<file path="config.mk">
export PLATFORM = sky130hd
export DESIGN_NAME = sc_life_controller_flat
export DESIGN_NICKNAME = d
export VERILOG_FILES = /design/src/rtl/sc_life_pkg.sv /design/src/rtl/sc_life_controller_if.sv /design/src/rtl/sc_life_respawn_timer.sv /design/src/rtl/sc_life_controller.sv /design/src/flat_wrapper.sv
export SDC_FILE = /design/constraint.sdc
export NUM_CORES = 1
export LEC_CHECK = 0
export CAP_MARGIN = 15
export CORE_AREA = 4 4 70 72
export CTS_BUF_LIST = sky130_fd_sc_hd__clkbuf_8 sky130_fd_sc_hd__clkbuf_16
export CTS_CLUSTER_SIZE = 12
export DETAILED_ROUTE_END_ITERATION = 8
export DIE_AREA = 0 0 74 76
export PLACE_DENSITY_LB_ADDON = 0.15
export SLEW_MARGIN = 40
export SYNTH_ARGS = -nofsm -noshare
export SYNTH_HDL_FRONTEND = slang
export SYNTH_SLANG_ARGS = --single-unit
</file>
<file path="constraint.sdc">
create_clock -name SC_upLIFECOUNTER_CLOCK_50 -period 3.53 [get_ports SC_upLIFECOUNTER_CLOCK_50]
set_input_delay 0.5295 -clock SC_upLIFECOUNTER_CLOCK_50 [delete_from_list [all_inputs] [get_ports SC_upLIFECOUNTER_CLOCK_50]]
set_output_delay 0.5295 -clock SC_upLIFECOUNTER_CLOCK_50 [all_outputs]
set_load 0.01 [all_outputs]
</file>
<file path="src/rtl/sc_life_pkg.sv">
// Shared encodings for the Frogger life-counter sequencing controller:
// FSM state codes, death-cause codes and requester priority indices.
package sc_life_pkg;

  // Controller states, 3-bit binary encoding.
  typedef enum logic [2:0] {
    ST_IDLE     = 3'd0,
    ST_CLEAR    = 3'd1,
    ST_PLAY     = 3'd2,
    ST_HIT      = 3'd3,
    ST_CHECK    = 3'd4,
    ST_RESPAWN  = 3'd5,
    ST_GAMEOVER = 3'd6
  } life_state_t;

  // Cause of the most recent death, as shown on cause_OutBUS.
  typedef logic [1:0] cause_t;
  localparam cause_t CAUSE_NONE    = 2'b00;
  localparam cause_t CAUSE_CAR     = 2'b01;
  localparam cause_t CAUSE_RIVER   = 2'b10;
  localparam cause_t CAUSE_TIMEOUT = 2'b11;

  // Requester bit positions; a lower index wins when edges coincide.
  localparam int REQ_CAR     = 0;
  localparam int REQ_RIVER   = 1;
  localparam int REQ_TIMEOUT = 2;
  localparam int REQ_COUNT   = 3;

  // Fixed-priority pick of the winning requester, returned as its cause code.
  function automatic cause_t pick_cause(input logic [REQ_COUNT-1:0] edges);
    if (edges[REQ_CAR])          return CAUSE_CAR;
    else if (edges[REQ_RIVER])   return CAUSE_RIVER;
    else if (edges[REQ_TIMEOUT]) return CAUSE_TIMEOUT;
    else                         return CAUSE_NONE;
  endfunction

endpackage

</file>
<file path="src/rtl/sc_life_controller_if.sv">
// Signal bundle between the life controller and its surroundings
// (death requesters, start button, life counter and status consumers).
interface sc_life_controller_if #(
  parameter int LIFE_DATAWIDTH = 8
);
  import sc_life_pkg::*;

  logic                      start_InLow;
  logic                      carhit_InHigh;
  logic                      river_InHigh;
  logic                      timeout_InHigh;
  logic [LIFE_DATAWIDTH-1:0] lifecount_InBUS;

  logic                      upcount_OutLow;
  logic                      clear_OutHigh;
  logic                      playing_OutHigh;
  logic                      respawning_OutHigh;
  logic                      gameover_OutHigh;
  cause_t                    cause_OutBUS;
  logic [LIFE_DATAWIDTH-1:0] livesleft_OutBUS;

  // Controller side.
  modport master (
    input  start_InLow, carhit_InHigh, river_InHigh, timeout_InHigh, lifecount_InBUS,
    output upcount_OutLow, clear_OutHigh, playing_OutHigh, respawning_OutHigh,
           gameover_OutHigh, cause_OutBUS, livesleft_OutBUS
  );

  // Game-logic / counter side.
  modport slave (
    output start_InLow, carhit_InHigh, river_InHigh, timeout_InHigh, lifecount_InBUS,
    input  upcount_OutLow, clear_OutHigh, playing_OutHigh, respawning_OutHigh,
           gameover_OutHigh, cause_OutBUS, livesleft_OutBUS
  );

endinterface

</file>
<file path="src/rtl/sc_life_respawn_timer.sv">
// Loadable down-counter timing the respawn/invincibility window.
// Loading RESPAWN_CYCLES-1 and stopping at zero gives a window of exactly
// RESPAWN_CYCLES cycles when the owner leaves on the zero flag.
module sc_life_respawn_timer #(
  parameter int RESPAWN_CYCLES = 50_000_000
) (
  input  logic SC_upLIFECOUNTER_CLOCK_50,
  input  logic SC_upLIFECOUNTER_RESET_InHigh,
  input  logic i_load,
  input  logic i_dec,
  output logic o_zero
);

  // A single-cycle window still needs one bit of storage.
  localparam int TIMER_W = (RESPAWN_CYCLES > 1) ? $clog2(RESPAWN_CYCLES) : 1;
  localparam logic [TIMER_W-1:0] LOAD_VALUE = TIMER_W'(RESPAWN_CYCLES - 1);

  logic [TIMER_W-1:0] r_count;

  // Load on request, otherwise count down to zero and hold there.
  always_ff @(posedge SC_upLIFECOUNTER_CLOCK_50 or posedge SC_upLIFECOUNTER_RESET_InHigh) begin
    if (SC_upLIFECOUNTER_RESET_InHigh) begin
      r_count <= '0;
    end else if (i_load) begin
      r_count <= LOAD_VALUE;
    end else if (i_dec && (r_count != '0)) begin
      r_count <= r_count - TIMER_W'(1);
    end
  end

  assign o_zero = (r_count == '0);

endmodule

</file>
<file path="src/rtl/sc_life_controller.sv">
// Frogger life-counter sequencing controller: arbitrates car/river/timeout
// death requests, issues one upcount pulse per accepted death, reads the
// updated count back and chooses between a timed respawn and game-over.
module sc_life_controller
  import sc_life_pkg::*;
#(
  parameter int LIFE_DATAWIDTH = 8,
  parameter int MAX_LIVES      = 3,
  parameter int RESPAWN_CYCLES = 50_000_000
) (
  input  logic                 SC_upLIFECOUNTER_CLOCK_50,
  input  logic                 SC_upLIFECOUNTER_RESET_InHigh,
  sc_life_controller_if.master life_bus
);

  localparam logic [LIFE_DATAWIDTH-1:0] MAX_LIVES_W = LIFE_DATAWIDTH'(MAX_LIVES);

  life_state_t          r_state;
  life_state_t          w_next_state;
  logic [REQ_COUNT-1:0] w_req;
  logic [REQ_COUNT-1:0] r_req_q;
  logic [REQ_COUNT-1:0] w_req_edge;
  cause_t               r_cause;
  logic                 r_clear;
  logic                 w_out_of_lives;
  logic                 w_timer_load;
  logic                 w_timer_dec;
  logic                 w_timer_zero;

  assign w_req[REQ_CAR]     = life_bus.carhit_InHigh;
  assign w_req[REQ_RIVER]   = life_bus.river_InHigh;
  assign w_req[REQ_TIMEOUT] = life_bus.timeout_InHigh;

  // A request counts only on its rising edge; levels held through RESPAWN
  // must drop and rise again before they can kill the frog.
  assign w_req_edge     = w_req & ~r_req_q;
  assign w_out_of_lives = (life_bus.lifecount_InBUS >= MAX_LIVES_W);

  // State register.
  always_ff @(posedge SC_upLIFECOUNTER_CLOCK_50 or posedge SC_upLIFECOUNTER_RESET_InHigh) begin
    // NOTE: non-blocking assignments keep every flop sampling pre-edge values.
    if (SC_upLIFECOUNTER_RESET_InHigh) r_state <= ST_IDLE;
    else                               r_state <= w_next_state;
  end

  // Next-state decision.
  always_comb begin
    // NOTE: defaulting before the case keeps this block free of latches.
    w_next_state = r_state;
    case (r_state)
      ST_IDLE, ST_GAMEOVER: if (!life_bus.start_InLow) w_next_state = ST_CLEAR;
      ST_CLEAR:             w_next_state = ST_PLAY;
      ST_PLAY:              if (|w_req_edge) w_next_state = ST_HIT;
      ST_HIT:               w_next_state = ST_CHECK;
      ST_CHECK:             w_next_state = w_out_of_lives ? ST_GAMEOVER : ST_RESPAWN;
      ST_RESPAWN:           if (w_timer_zero) w_next_state = ST_PLAY;
      default:              w_next_state = ST_IDLE;
    endcase
  end

  // Moore status decodes of the state register.
  always_comb begin
    life_bus.upcount_OutLow     = 1'b1;
    life_bus.playing_OutHigh    = 1'b0;
    life_bus.respawning_OutHigh = 1'b0;
    life_bus.gameover_OutHigh   = 1'b0;
    case (r_state)
      ST_HIT:      life_bus.upcount_OutLow     = 1'b0;
      ST_PLAY:     life_bus.playing_OutHigh    = 1'b1;
      ST_RESPAWN:  life_bus.respawning_OutHigh = 1'b1;
      ST_GAMEOVER: life_bus.gameover_OutHigh   = 1'b1;
      default:     ;
    endcase
  end

  // Clear pulse comes from its own flop, set while entering CLEAR, so the
  // counter's asynchronous reset never sees decode glitches.
  always_ff @(posedge SC_upLIFECOUNTER_CLOCK_50 or posedge SC_upLIFECOUNTER_RESET_InHigh) begin
    if (SC_upLIFECOUNTER_RESET_InHigh) r_clear <= 1'b0;
    else                               r_clear <= (w_next_state == ST_CLEAR);
  end

  // Edge-detector history, refreshed in every state.
  always_ff @(posedge SC_upLIFECOUNTER_CLOCK_50 or posedge SC_upLIFECOUNTER_RESET_InHigh) begin
    if (SC_upLIFECOUNTER_RESET_InHigh) r_req_q <= '0;
    else                               r_req_q <= w_req;
  end

  // Cause register: wiped by CLEAR, latches the priority winner in PLAY.
  always_ff @(posedge SC_upLIFECOUNTER_CLOCK_50 or posedge SC_upLIFECOUNTER_RESET_InHigh) begin
    if (SC_upLIFECOUNTER_RESET_InHigh) begin
      r_cause <= CAUSE_NONE;
    end else if (r_state == ST_CLEAR) begin
      r_cause <= CAUSE_NONE;
    end else if ((r_state == ST_PLAY) && (|w_req_edge)) begin
      r_cause <= pick_cause(w_req_edge);
    end
  end

  assign w_timer_load = (r_state == ST_CHECK) && !w_out_of_lives;
  assign w_timer_dec  = (r_state == ST_RESPAWN);

  sc_life_respawn_timer #(
    .RESPAWN_CYCLES(RESPAWN_CYCLES)
  ) u_respawn_timer (
    .SC_upLIFECOUNTER_CLOCK_50    (SC_upLIFECOUNTER_CLOCK_50),
    .SC_upLIFECOUNTER_RESET_InHigh(SC_upLIFECOUNTER_RESET_InHigh),
    .i_load                       (w_timer_load),
    .i_dec                        (w_timer_dec),
    .o_zero                       (w_timer_zero)
  );

  assign life_bus.clear_OutHigh    = r_clear;
  assign life_bus.cause_OutBUS     = r_cause;
  assign life_bus.livesleft_OutBUS = w_out_of_lives ? '0 : (MAX_LIVES_W - life_bus.lifecount_InBUS);

endmodule

</file>
<file path="src/flat_wrapper.sv">
// flat-port wrapper written by rule: the top's interface ports become plain ports
module sc_life_controller_flat import sc_life_pkg::*;
#(
  parameter int LIFE_DATAWIDTH = 8,
  parameter int MAX_LIVES      = 3,
  parameter int RESPAWN_CYCLES = 50_000_000
)
  (SC_upLIFECOUNTER_CLOCK_50, SC_upLIFECOUNTER_RESET_InHigh, life_bus_start_InLow, life_bus_carhit_InHigh, life_bus_river_InHigh, life_bus_timeout_InHigh, life_bus_lifecount_InBUS, life_bus_upcount_OutLow, life_bus_clear_OutHigh, life_bus_playing_OutHigh, life_bus_respawning_OutHigh, life_bus_gameover_OutHigh, life_bus_cause_OutBUS, life_bus_livesleft_OutBUS);
  sc_life_controller_if #(.LIFE_DATAWIDTH(LIFE_DATAWIDTH)) life_bus_i ();
  input  logic SC_upLIFECOUNTER_CLOCK_50;
  input  logic SC_upLIFECOUNTER_RESET_InHigh;
  input wire logic [$bits(life_bus_i.start_InLow)-1:0] life_bus_start_InLow;
  input wire logic [$bits(life_bus_i.carhit_InHigh)-1:0] life_bus_carhit_InHigh;
  input wire logic [$bits(life_bus_i.river_InHigh)-1:0] life_bus_river_InHigh;
  input wire logic [$bits(life_bus_i.timeout_InHigh)-1:0] life_bus_timeout_InHigh;
  input wire logic [$bits(life_bus_i.lifecount_InBUS)-1:0] life_bus_lifecount_InBUS;
  output wire logic [$bits(life_bus_i.upcount_OutLow)-1:0] life_bus_upcount_OutLow;
  output wire logic [$bits(life_bus_i.clear_OutHigh)-1:0] life_bus_clear_OutHigh;
  output wire logic [$bits(life_bus_i.playing_OutHigh)-1:0] life_bus_playing_OutHigh;
  output wire logic [$bits(life_bus_i.respawning_OutHigh)-1:0] life_bus_respawning_OutHigh;
  output wire logic [$bits(life_bus_i.gameover_OutHigh)-1:0] life_bus_gameover_OutHigh;
  output wire logic [$bits(life_bus_i.cause_OutBUS)-1:0] life_bus_cause_OutBUS;
  output wire logic [$bits(life_bus_i.livesleft_OutBUS)-1:0] life_bus_livesleft_OutBUS;
  assign life_bus_i.start_InLow = life_bus_start_InLow;
  assign life_bus_i.carhit_InHigh = life_bus_carhit_InHigh;
  assign life_bus_i.river_InHigh = life_bus_river_InHigh;
  assign life_bus_i.timeout_InHigh = life_bus_timeout_InHigh;
  assign life_bus_i.lifecount_InBUS = life_bus_lifecount_InBUS;
  assign life_bus_upcount_OutLow = life_bus_i.upcount_OutLow;
  assign life_bus_clear_OutHigh = life_bus_i.clear_OutHigh;
  assign life_bus_playing_OutHigh = life_bus_i.playing_OutHigh;
  assign life_bus_respawning_OutHigh = life_bus_i.respawning_OutHigh;
  assign life_bus_gameover_OutHigh = life_bus_i.gameover_OutHigh;
  assign life_bus_cause_OutBUS = life_bus_i.cause_OutBUS;
  assign life_bus_livesleft_OutBUS = life_bus_i.livesleft_OutBUS;
  sc_life_controller #(.LIFE_DATAWIDTH(LIFE_DATAWIDTH), .MAX_LIVES(MAX_LIVES), .RESPAWN_CYCLES(RESPAWN_CYCLES)) u_core (.SC_upLIFECOUNTER_CLOCK_50(SC_upLIFECOUNTER_CLOCK_50), .SC_upLIFECOUNTER_RESET_InHigh(SC_upLIFECOUNTER_RESET_InHigh), .life_bus(life_bus_i));
endmodule
</file>
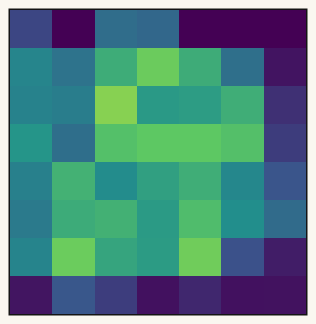
*Cell density map*
Drawn at 4 px/um. The die is cut into 7 by 8 equal tiles; dark purple is low, yellow is high, 0 to 100% covered.
7.1% of the tiles are over 75% full. The densest ninth of the die: centre. The mean over all tiles is 41%. 7.1% of the tiles are nearly empty. The emptiest ninth of the die: north-east. The fullest tile reaches 82%.
Util after Layout: 55.57%
Placeable Area: 4294 um2

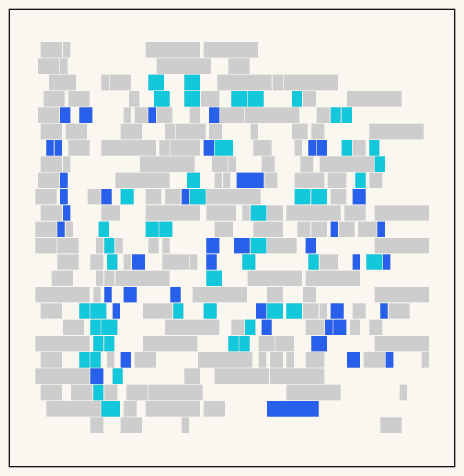
*Selected gate families*
Drawn at 6 px/um.
Blue shows nor cells, cells 42, most used nor2_1. Cyan shows aoi and oai cells, cells 48, most used o21ai_0.
logic share of the area: 42.47%
final std cells w/o fill: 298
most numerous logic cell after layout: dfrtp_1

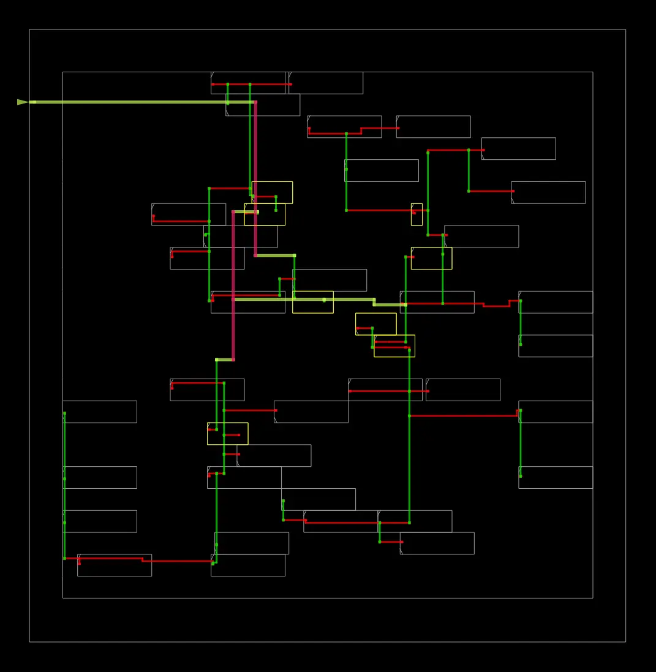
*Clock routing*
Post-Route Skew: 5.233 ps
number of clock sinks: 35

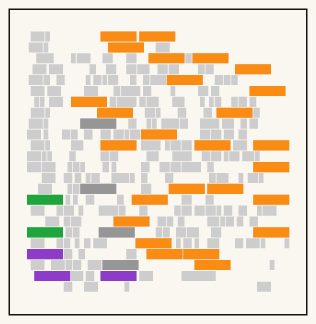
*Register map, names as in the netlist*
Drawn at 4 px/um.
Orange shows `u_core.u_respawn_timer.r_count`, placed flops 26. Purple shows `u_core.r_req_q`, placed flops 3. Green shows `u_core.life_bus.cause_OutBUS`, placed flops 2.
Seq power: 630 uW
register area: 875.8 um2
Seq area share: 36.71%

==> deck_impl_summary.md <==
Implementation Results

Outcome
  • Outcome: completed

Clock tree
  • H-tree depth: 2
  • Cts hold-fix bufs: 0
  • Number of setup buffers added after CTS: 0
  • CTS tree: built
  • Total CTS buffers: 5
  • Clock Path Buffers: 2

Layout
  • Fin area: 2386 um2
  • Area Overhead vs Synth: 20.77%

Placed design
  • IO Port Bufs: 26
  • Post-DP HPWL: 3215 um

Run
  • Total of max-cap violations: 0
  • Tool warnings: 26

Timing
  • Setup TNS: 0 ps
  • RSZ-0062 raised after global routing: no
  • Cycle use final: 77.40%
  • Final hold violations: 0
  • Min cycle time layout: 2732 ps
  • Max Clk Rate: 366.0 MHz
  • Setup violators final: 0
  • Worst-margin pin slew: 671.2 ps

Power
  • Leak: 0.9168 nW
  • Cell Pwr Density: 547.4 nW/um2
  • Worst vdd ir: 0.3276 mV
  • Power Total: 1.306 mW

Floorplan
  • Pre-placement core utilization: 46.01%
  • Die Wd: 74 um
  • Num rows: 24
  • Die Size: 5624 um2

Min path
  • Hold Crit Class: flop to flop
  • Hold Path Stages: 1

Critical path
  • Startpoint types: primary input
  • Flop2flop setup slack: 830 ps
  • Crit path required time: 3000 ps
  • Reg-to-reg startpoint: u_core.u_respawn_timer.r_count[15]$_DFFE_PP0P_
  • Slowest cell on crit path: clkdlybuf4s50_1
  • CP endpoint kind: primary output
  • Maximum fanout along the worst path: 10
  • Most frequent CP cell: clkdlybuf4s50_1
  • Worst path max stage delay: 560 ps
  • WP data arrival: 2200 ps
  • Critical path class: primary input to primary output

Synthesis
  • Synthesis Warnings: 0
  • Synth top area cells: dfrtp_1 (44%), nor2_1 (3.4%), o21ai_0 (3.0%), nor3_1 (2.8%), a21oi_1 (2.5%)
  • Unique cell types: 47
  • Post-Syn Area: 1976 um2
  • Post-synth seq share: 44.33%
  • Yosys chip area: 1976 um2
  • FFs w/ async S/R, synth: 100.0%
  • Synthesized instance count: 217
  • Yosys top cell by area: dfrtp_1

Route
  • First-pass DRT Iterations: 4
  • Initial DRC Count: 88
  • Final WL: 4503 um
  • Via density: 5.852
  • Post-DR wirelength/cell: 15.11 um
  • Remaining DRCs: 0
  • Post-route antenna net violation count: 0

GRT
  • GRT Total Usage: 17.00%
  • Largest net degree at the start of global routing: 20
==> layout make-up <==
cell class / count / area [um2]
fill: 400 / 1908
multi-input combinational: 162 / 1013
sequential: 35 / 875.8
timing repair buffer: 30 / 290.3
clock buffer: 7 / 96.34
tap: 52 / 65.06
inverter: 11 / 41.29
clock inverter: 1 / 3.754
==> layout by cell type (no fill, tap or decap), drive strengths merged, types with 2 or more instances in the layout <==
cell type | Yosys | final
a211oi | 5 | 5
a21oi | 10 | 10
a31oi | 5 | 5
and2 | 3 | 3
and3 | 6 | 6
buf | 5 | 4
clkbuf | 5 | 7
clkdlybuf4s50 | 0 | 26
conb | 1 | 2
dfrtp | 35 | 35
ha | 2 | 2
inv | 11 | 12
mux2i | 4 | 4
nand2 | 12 | 12
nand2b | 3 | 3
nand3 | 9 | 9
nand3b | 4 | 4
nor2 | 18 | 18
nor2b | 3 | 3
nor3 | 11 | 11
nor3b | 2 | 2
nor4 | 7 | 7
o211ai | 6 | 6
o21ai | 13 | 13
o31ai | 5 | 5
or2 | 2 | 2
or3 | 6 | 6
or3b | 2 | 2
or4 | 8 | 8
xnor2 | 2 | 2
xor2 | 2 | 2
==> power breakdown <==
group	total [mW]	switching (mW)	internal (mW)	leakage (nW)
Clock	0.315	0.139	0.175	0.0557
Sequential	0.630	0.132	0.498	0.366
Combinational	0.362	0.178	0.184	0.495
Total	1.31	0.449	0.857	0.917
==> kinds of logic after synthesis <==
kind of cell / count (synthesis) / share of synthesized area (%)
flops: 35 / 44.33
compound gates: 49 / 15.52
buf+inv: 21 / 4.560
other cells: 1 / 0.1898
fa+ha+maj: 2 / 1.266
xor+xnor: 4 / 1.774
mux: 4 / 2.027
simple gates: 101 / 30.34
==> metrics by stage <==
step	worst slack (ps)	utilization, %
2_1_floorplan	1042	-
3_3_place_gp	813.0	53.23
3_5_place_dp	761.8	53.23
4_1_cts	761.8	55.57
5_1_grt	643.0	55.57
6_report	797.7	55.57
==> layer usage <==
metal	share of wire, %	wire (um)	track usage (%)	vias up
li1	-	-	-	863
met1	48	2148	23.32	829
met2	47	2124	27.13	47
met3	4.3	192	3.034	5
met4	0.82	37	4.891	0
met5	0	0	0	-
==> flip-flops by register name, indices dropped and copies added, names as in the netlist <==
register / cells
u_core.u_respawn_timer.r_count: 26
u_core.r_req_q: 3
u_core.r_state: 3
u_core.life_bus.cause_OutBUS: 2
u_core.life_bus.clear_OutHigh: 1
==> worst max path at each step <==
| stage | start | endpoint | slack, ps |
|---|---|---|---|
| global route | u_core.u_respawn_timer.r_count[15]$_DFFE_PP0P_ | u_core.u_respawn_timer.r_count[17]$_DFFE_PP0P_ | 640 |
| floorplan | u_core.u_respawn_timer.r_count[0]$_DFFE_PP0P_ | u_core.r_state[0]$_DFF_PP0_ | 1040 |
| finish | life_bus_lifecount_InBUS[4] | life_bus_livesleft_OutBUS[3] | 800 |
| CTS | life_bus_lifecount_InBUS[4] | life_bus_livesleft_OutBUS[3] | 760 |
| global placement | life_bus_lifecount_InBUS[4] | life_bus_livesleft_OutBUS[5] | 810 |
| detailed placement | life_bus_lifecount_InBUS[4] | life_bus_livesleft_OutBUS[3] | 760 |
Power is estimated from default activity; no workload was simulated.
